Metal 2:
Cells faint in the background.
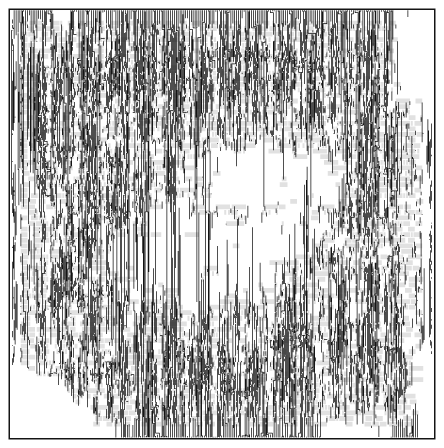
Signal wires by layer:
Two of the layers only.
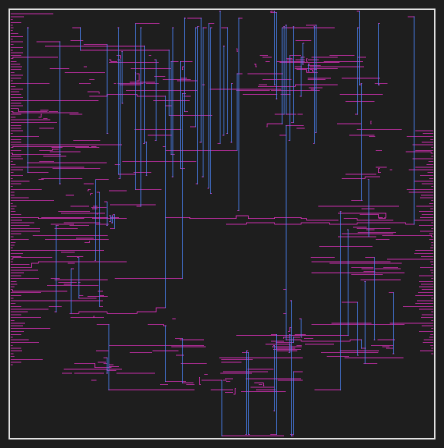
Clock routing:
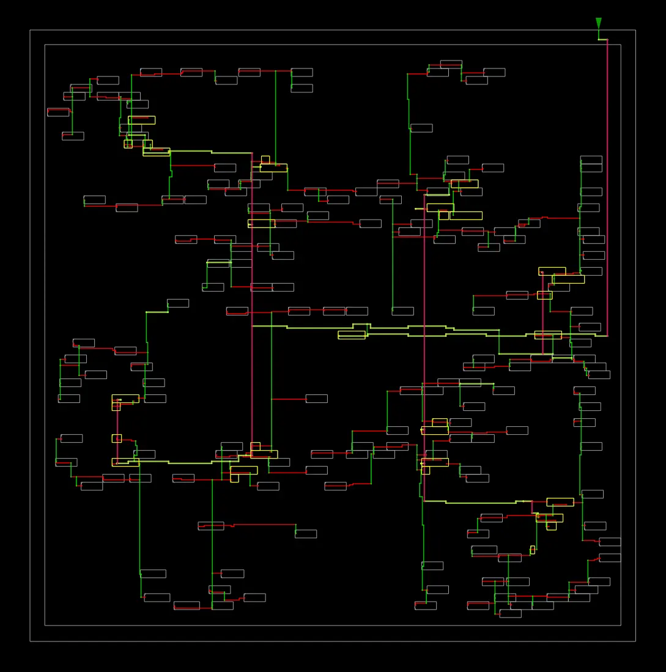
The metal 4 layer:
Bar = 50 um. Cells faint in the background.
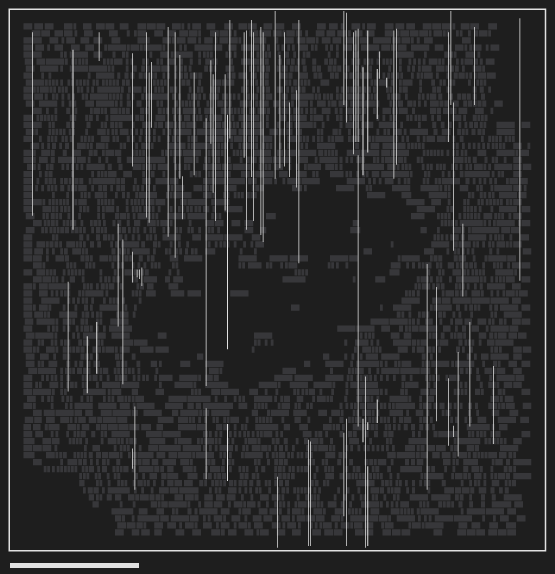
File: config.mk
export PLATFORM = sky130hd
export DESIGN_NAME = id_ex_operand_stage
export DESIGN_NICKNAME = d
export VERILOG_FILES = /design/src/rtl/id_ex_operand_stage.sv
export SDC_FILE = /design/constraint.sdc
export NUM_CORES = 1
export LEC_CHECK = 0
export ABC_AREA = 1
export ABC_CLOCK_PERIOD_IN_PS = 2300
export CORE_AREA = 5 5 202 204
export CTS_CLUSTER_DIAMETER = 30
export DETAILED_ROUTE_END_ITERATION = 6
export DIE_AREA = 0 0 207 209
export GPL_TIMING_DRIVEN = 0
export PLACE_DENSITY = 0.74
export SETUP_SLACK_MARGIN = 0.3
export SYNTH_ARGS = -nofsm -noshare
export SYNTH_HDL_FRONTEND = slang
export SYNTH_SLANG_ARGS = --single-unit
File: constraint.sdc
create_clock -name clk -period 2.3 [get_ports clk]
set_clock_uncertainty 0.1 [all_clocks]
set_input_delay 0.345 -clock clk [delete_from_list [all_inputs] [get_ports clk]]
set_output_delay 0.345 -clock clk [all_outputs]
set_load 0.01 [all_outputs]
File: src/rtl/id_ex_operand_stage.sv
`default_nettype none
// ============================================================================
// Module      : id_ex_operand_stage
// Description : ID/EX pipeline register sitting directly after the 32x64
//               register file. Resolves both source operands with EX/MEM/WB
//               bypassing and a hard-wired zero register, and detects
//               load-use hazards (one-cycle stall plus one injected bubble).
//               The operands it hands to EX are final.
// Ports       :
//   clk            clock, all state updates on rising edge
//   reset          synchronous active-low reset
//   flush          taken branch: kill instruction entering EX
//   id_*           decoded instruction and register-file read data in ID
//   ex_alu_result  combinational ALU result of the instruction in EX
//   mem_*          MEM-stage write-back info (load data for loads)
//   wb_*           WB-stage write-back info (same as regfile write port)
//   stall          hold PC and IF/ID this cycle (combinational)
//   ex_*           registered EX-stage instruction fields
//   stall_cnt      saturating count of stall cycles
// Revision    : 1.0 - initial release
// ============================================================================
module id_ex_operand_stage #(
    parameter int DATA_W   = 64,
    parameter int REG_AW   = 5,
    parameter int ZERO_REG = 31
) (
    input  logic              clk,
    input  logic              reset,
    input  logic              flush,
    input  logic              id_valid,
    input  logic [REG_AW-1:0] id_rn,
    input  logic [REG_AW-1:0] id_rm,
    input  logic              id_uses_rn,
    input  logic              id_uses_rm,
    input  logic [DATA_W-1:0] id_rd_data1,
    input  logic [DATA_W-1:0] id_rd_data2,
    input  logic [REG_AW-1:0] id_dest,
    input  logic              id_regwrite,
    input  logic              id_memread,
    input  logic [DATA_W-1:0] ex_alu_result,
    input  logic              mem_regwrite,
    input  logic [REG_AW-1:0] mem_dest,
    input  logic [DATA_W-1:0] mem_fwd_data,
    input  logic              wb_regwrite,
    input  logic [REG_AW-1:0] wb_dest,
    input  logic [DATA_W-1:0] wb_data,
    output logic              stall,
    output logic              ex_valid,
    output logic [DATA_W-1:0] ex_opA,
    output logic [DATA_W-1:0] ex_opB,
    output logic [REG_AW-1:0] ex_dest,
    output logic              ex_regwrite,
    output logic              ex_memread,
    output logic [31:0]       stall_cnt
);

    localparam logic [REG_AW-1:0] c_ZERO_IDX = REG_AW'(ZERO_REG);

    // ------------------------------------------------------------------
    // State
    // ------------------------------------------------------------------
    logic              ex_valid_q,    ex_valid_d;
    logic [DATA_W-1:0] ex_opA_q,      ex_opA_d;
    logic [DATA_W-1:0] ex_opB_q,      ex_opB_d;
    logic [REG_AW-1:0] ex_dest_q,     ex_dest_d;
    logic              ex_regwrite_q, ex_regwrite_d;
    logic              ex_memread_q,  ex_memread_d;
    logic [31:0]       stall_cnt_q,   stall_cnt_d;

    logic              w_haz;
    logic              w_stall;
    logic [DATA_W-1:0] w_opA;
    logic [DATA_W-1:0] w_opB;

    // ------------------------------------------------------------------
    // Operand resolution: zero register first, then youngest producer wins.
    // All inputs are explicit arguments so the function is purely local.
    // ------------------------------------------------------------------
    function automatic logic [DATA_W-1:0] resolve(
        input logic [REG_AW-1:0] src,
        input logic [DATA_W-1:0] rd_data,
        input logic              exv,
        input logic              exw,
        input logic [REG_AW-1:0] exd,
        input logic [DATA_W-1:0] exr,
        input logic              memw,
        input logic [REG_AW-1:0] memd,
        input logic [DATA_W-1:0] memr,
        input logic              wbw,
        input logic [REG_AW-1:0] wbd,
        input logic [DATA_W-1:0] wbr
    );
        logic [DATA_W-1:0] res;
        if (src == c_ZERO_IDX)                 res = '0;
        else if (exv && exw && (exd == src))   res = exr;
        else if (memw && (memd == src))        res = memr;
        else if (wbw && (wbd == src))          res = wbr;
        else                                   res = rd_data;
        return res;
    endfunction

    always_comb begin
        w_opA = resolve(id_rn, id_rd_data1, ex_valid_q, ex_regwrite_q, ex_dest_q,
                        ex_alu_result, mem_regwrite, mem_dest, mem_fwd_data,
                        wb_regwrite, wb_dest, wb_data);
        w_opB = resolve(id_rm, id_rd_data2, ex_valid_q, ex_regwrite_q, ex_dest_q,
                        ex_alu_result, mem_regwrite, mem_dest, mem_fwd_data,
                        wb_regwrite, wb_dest, wb_data);
    end

    // ------------------------------------------------------------------
    // Load-use hazard: load data only exists at the end of MEM, so a
    // dependent instruction in ID must wait one cycle and then pick the
    // value up from the MEM bypass. A load to the zero register produces
    // nothing anyone can depend on.
    // ------------------------------------------------------------------
    always_comb begin
        w_haz = ex_valid_q && ex_memread_q && (ex_dest_q != c_ZERO_IDX) && id_valid &&
                ((id_uses_rn && (id_rn == ex_dest_q)) ||
                 (id_uses_rm && (id_rm == ex_dest_q)));
        w_stall = w_haz && !flush && reset;
    end

    // ------------------------------------------------------------------
    // Next state
    // ------------------------------------------------------------------
    always_comb begin
        ex_valid_d    = ex_valid_q;
        ex_opA_d      = ex_opA_q;
        ex_opB_d      = ex_opB_q;
        ex_dest_d     = ex_dest_q;
        ex_regwrite_d = ex_regwrite_q;
        ex_memread_d  = ex_memread_q;
        stall_cnt_d   = stall_cnt_q;

        if (flush || w_stall) begin
            // Bubble: only the control bits matter; data fields just hold.
            ex_valid_d    = 1'b0;
            ex_regwrite_d = 1'b0;
            ex_memread_d  = 1'b0;
        end else begin
            ex_valid_d    = id_valid;
            ex_opA_d      = w_opA;
            ex_opB_d      = w_opB;
            ex_dest_d     = id_dest;
            ex_regwrite_d = id_valid && id_regwrite;
            ex_memread_d  = id_valid && id_memread;
        end

        if (w_stall && (stall_cnt_q != 32'hFFFF_FFFF)) begin
            stall_cnt_d = stall_cnt_q + 32'd1;
        end
    end

    always_ff @(posedge clk) begin
        if (!reset) begin
            ex_valid_q    <= 1'b0;
            ex_opA_q      <= '0;
            ex_opB_q      <= '0;
            ex_dest_q     <= c_ZERO_IDX;
            ex_regwrite_q <= 1'b0;
            ex_memread_q  <= 1'b0;
            stall_cnt_q   <= '0;
        end else begin
            ex_valid_q    <= ex_valid_d;
            ex_opA_q      <= ex_opA_d;
            ex_opB_q      <= ex_opB_d;
            ex_dest_q     <= ex_dest_d;
            ex_regwrite_q <= ex_regwrite_d;
            ex_memread_q  <= ex_memread_d;
            stall_cnt_q   <= stall_cnt_d;
        end
    end

    assign stall       = w_stall;
    assign ex_valid    = ex_valid_q;
    assign ex_opA      = ex_opA_q;
    assign ex_opB      = ex_opB_q;
    assign ex_dest     = ex_dest_q;
    assign ex_regwrite = ex_regwrite_q;
    assign ex_memread  = ex_memread_q;
    assign stall_cnt   = stall_cnt_q;

endmodule
`default_nettype wire
==> summary.txt <==
Status of the implementation.

- The run finished with clean final reports.
- The family of cells with the greatest summed delay on the critical path is simple AND/OR/NAND/NOR gates, for reference.
- The power in sequential cells is 3160 uW, for reference.
- Timing analysis after detailed placement gives a worst setup slack of -1060 ps.
- The layout has around 720 buffers outside the clock class.
- The timing report gives the clock slew at the launch and capture registers of the worst setup and hold paths as ~80 ps.
- The critical path in this run is classified as reg2out.
- The end point of the critical path is stall, for reference.
- Global route summary, busiest routing layer listed as met2.
- The switching portion of total power comes to 32.2%.
- The core footprint is just under 40000 um2, for reference.
- The layout filler cell count is 4095, for reference.
- The area fraction in mux cells is 0%, for reference.
- Per the detailed placement report, the placed cell area equals between 15000 and 20000 um2.
- The number of antenna repair diodes is 11, for reference.
- The mapped cell area is ~14000 um2, for reference.
- The worst-case headroom to the max-slew limit is 50.6%, for reference.
- The longest individual stage delay on the worst path is 380 ps, for reference.
- The routability congestion estimate is about 1, for reference.
- The number of nets still failing antenna checks after routing is 0, for reference.
- The sequential cell area in the final layout is roughly 3400 um2, for reference.
- The main area contributors are sky130_fd_sc_hd__dfxtp_1, sky130_fd_sc_hd__nor2_1, sky130_fd_sc_hd__nand2_1, sky130_fd_sc_hd__inv_1, sky130_fd_sc_hd__nand3_1.
- The cell type of the slowest stage on the worst timing path is sky130_fd_sc_hd__dfxtp_4, for reference.
- The layout buffering overhead excluding clock cells is between 30% and 40%, for reference.
- Setup slack on the worst reg-to-reg path comes out at about 180 ps.
- Multi-input logic gates represent a cell area share of a little under two fifths.
- The power per cell area is about 400 nW/um2, for reference.
- The clock passes through at most 2 buffers.
- The origin of the worst min-delay path is reset, for reference.
- The post-synthesis adder-cell area fraction is less than 1%, for reference.
- The final sequential cell count is between 150 and 200, for reference.
- In the final layout, the share of cells above drive strength 1 is 9.66%.
- The async set-or-reset flop fraction in the synthesized netlist is 0%, for reference.
- Of the total synthesized cell area, the portion taken by XOR and XNOR cells is under 10%.
- The clock tree synthesis step divided the H-tree into 4 levels.
- The number of warnings issued by yosys is 0, for reference.
- The post-DP HPWL is between 50 and 60 mm, for reference.
- The cts-stage hold buffer count is 0, for reference.
- In this run the full chip footprint comes out at 43300 um2.
- For this run, the detailed router reports a per-instance via density of between 4 and 5.
- Walking the worst path, the cells encountered are inv_4, nand2_1, nand2_1, nor2_2, nand4_1, nand2_1, nand2_4, inv_4, buf_6, buf_6.
- The power attributed to combinational cells is 2650 uW, for reference.
- The smallest hold slack is about 48 ps, for reference.
- Counting distinct cell types in the post-synthesis netlist gives 27.
- TritonCTS built the clock tree.
- Each instance of the synthesized netlist takes up on average ~5 um2.
- Along the worst hold path, the cell count comes to 2.
- Setup repair after global routing could not meet its margin everywhere.
- The clock network consumes a total of about 3100 uW.
- Looking at the gate-level netlist, the highest instance count belongs to sky130_fd_sc_hd__nor2_1.
- The timing report notes that buffer and inverter cells on the critical path total 4.
- The number of placed instances, taps included, is around 3800.
- The routing usage on met1 is 37.3%, for reference.
- Sorting the synthesized cells by how often they occur yields sky130_fd_sc_hd__nor2_1, sky130_fd_sc_hd__nand2_1, sky130_fd_sc_hd__inv_1, sky130_fd_sc_hd__nand3_1, sky130_fd_sc_hd__dfxtp_1.
- Entering global routing, the biggest net connects 17 pins.
- The number of maximum-capacitance violations recorded for the run is 0.
- STA classifies the critical path startpoint as a flop.
- Synthesis inferred 168 register bits.
- Ranked by total area, the top cell class in this layout is combinational gates.
- The length of routed wiring on met1 is 28.0 mm, for reference.
- Power comes to 8900 uW.
- The layout report lists the multi-input gate area as 8200 um2.
- The timing report shows the most common cell along the critical path to be sky130_fd_sc_hd__nand2_1.
- The floorplan net count is a little over 3000, for reference.
- The area growth from synthesis to layout is 59.7%, for reference.
- The total number of warnings across the stage logs is 28, for reference.
- In the finished layout, the clock tree contains a buffer count of 20.
- Counting flops with a built-in enable in the synthesized netlist gives 0.
- The highest supply drop recorded on VDD is 381 uV.
- The data required time at the worst endpoint is roughly 1900 ps, for reference.
- Per the OpenROAD power report, leakage power amounts to 0.0110 uW.
- The chip area in the Yosys report is approximately 14000 um2, for reference.
- The STA report counts the stages on the worst setup path as 10.
- The depth of the worst register-to-register path is 17, for reference.
- The number of multi-input combinational cells in the layout is approximately 1900.
- Once the clock tree was built, the setup fixing pass inserted 27 buffers.
- The final worst-path setup slack is between 80 and 90 ps, for reference.
- The area share of the leading cell type in the synthesized netlist is 24.3%, for reference.
- The cell accounting for the most synthesized area is sky130_fd_sc_hd__dfxtp_1, for reference.
- The clock network power share is 34.8%, for reference.
- The share of the core filled by cells before placement is between 30 and 40%, for reference.
- In the Yosys report the total cell count is 2715.
- The worst setup path is captured at an output pin.
- The final critical-path share of the clock period is 96.1%, for reference.
- Per the synthesis report, the simple-gate share of the synthesized area is between 50% and 60%.
- The final number of hold-violating endpoints is 0, for reference.
- The cell sitting at the root of the clock tree is a sky130_fd_sc_hd__clkbuf_16.
- The floorplan step set the die width to a little over 200 um.
- For this run the aggregate overflow at the end of global routing stands at 0.
- After detailed routing, the met3 layer carries around 5.2 mm of wire.
Back to the opening pictures, 'metal 2':
The layer carries 32.9 mm of wire. 2810 nets have wire on it. The longest straight run is 106 um. The wires run mostly vertical. The layer holds 47% of the routed length.
total vias in the final route: 18500
global routing met2 resource utilization: 50.6%

Back to the opening pictures, 'signal wires by layer':
M4: drawn in blue, wire length 3520 um. M3: drawn in magenta, wire length 5240 um.
average wire per cell in the routed design: 18.0 um
Detailed Route WL: 69.6 mm
aggregate global-route resource usage: 30.0%

Back to the opening pictures, 'clock routing':
clock sinks: 168
clock insertion delay at the later pin of the skew report: 470 ps

Back to the opening pictures, 'the metal 4 layer':
The layer holds 5.1% of the routed length. 71 nets have wire on it.

Power figures rest on the tool's default switching activity, not on a simulated workload.
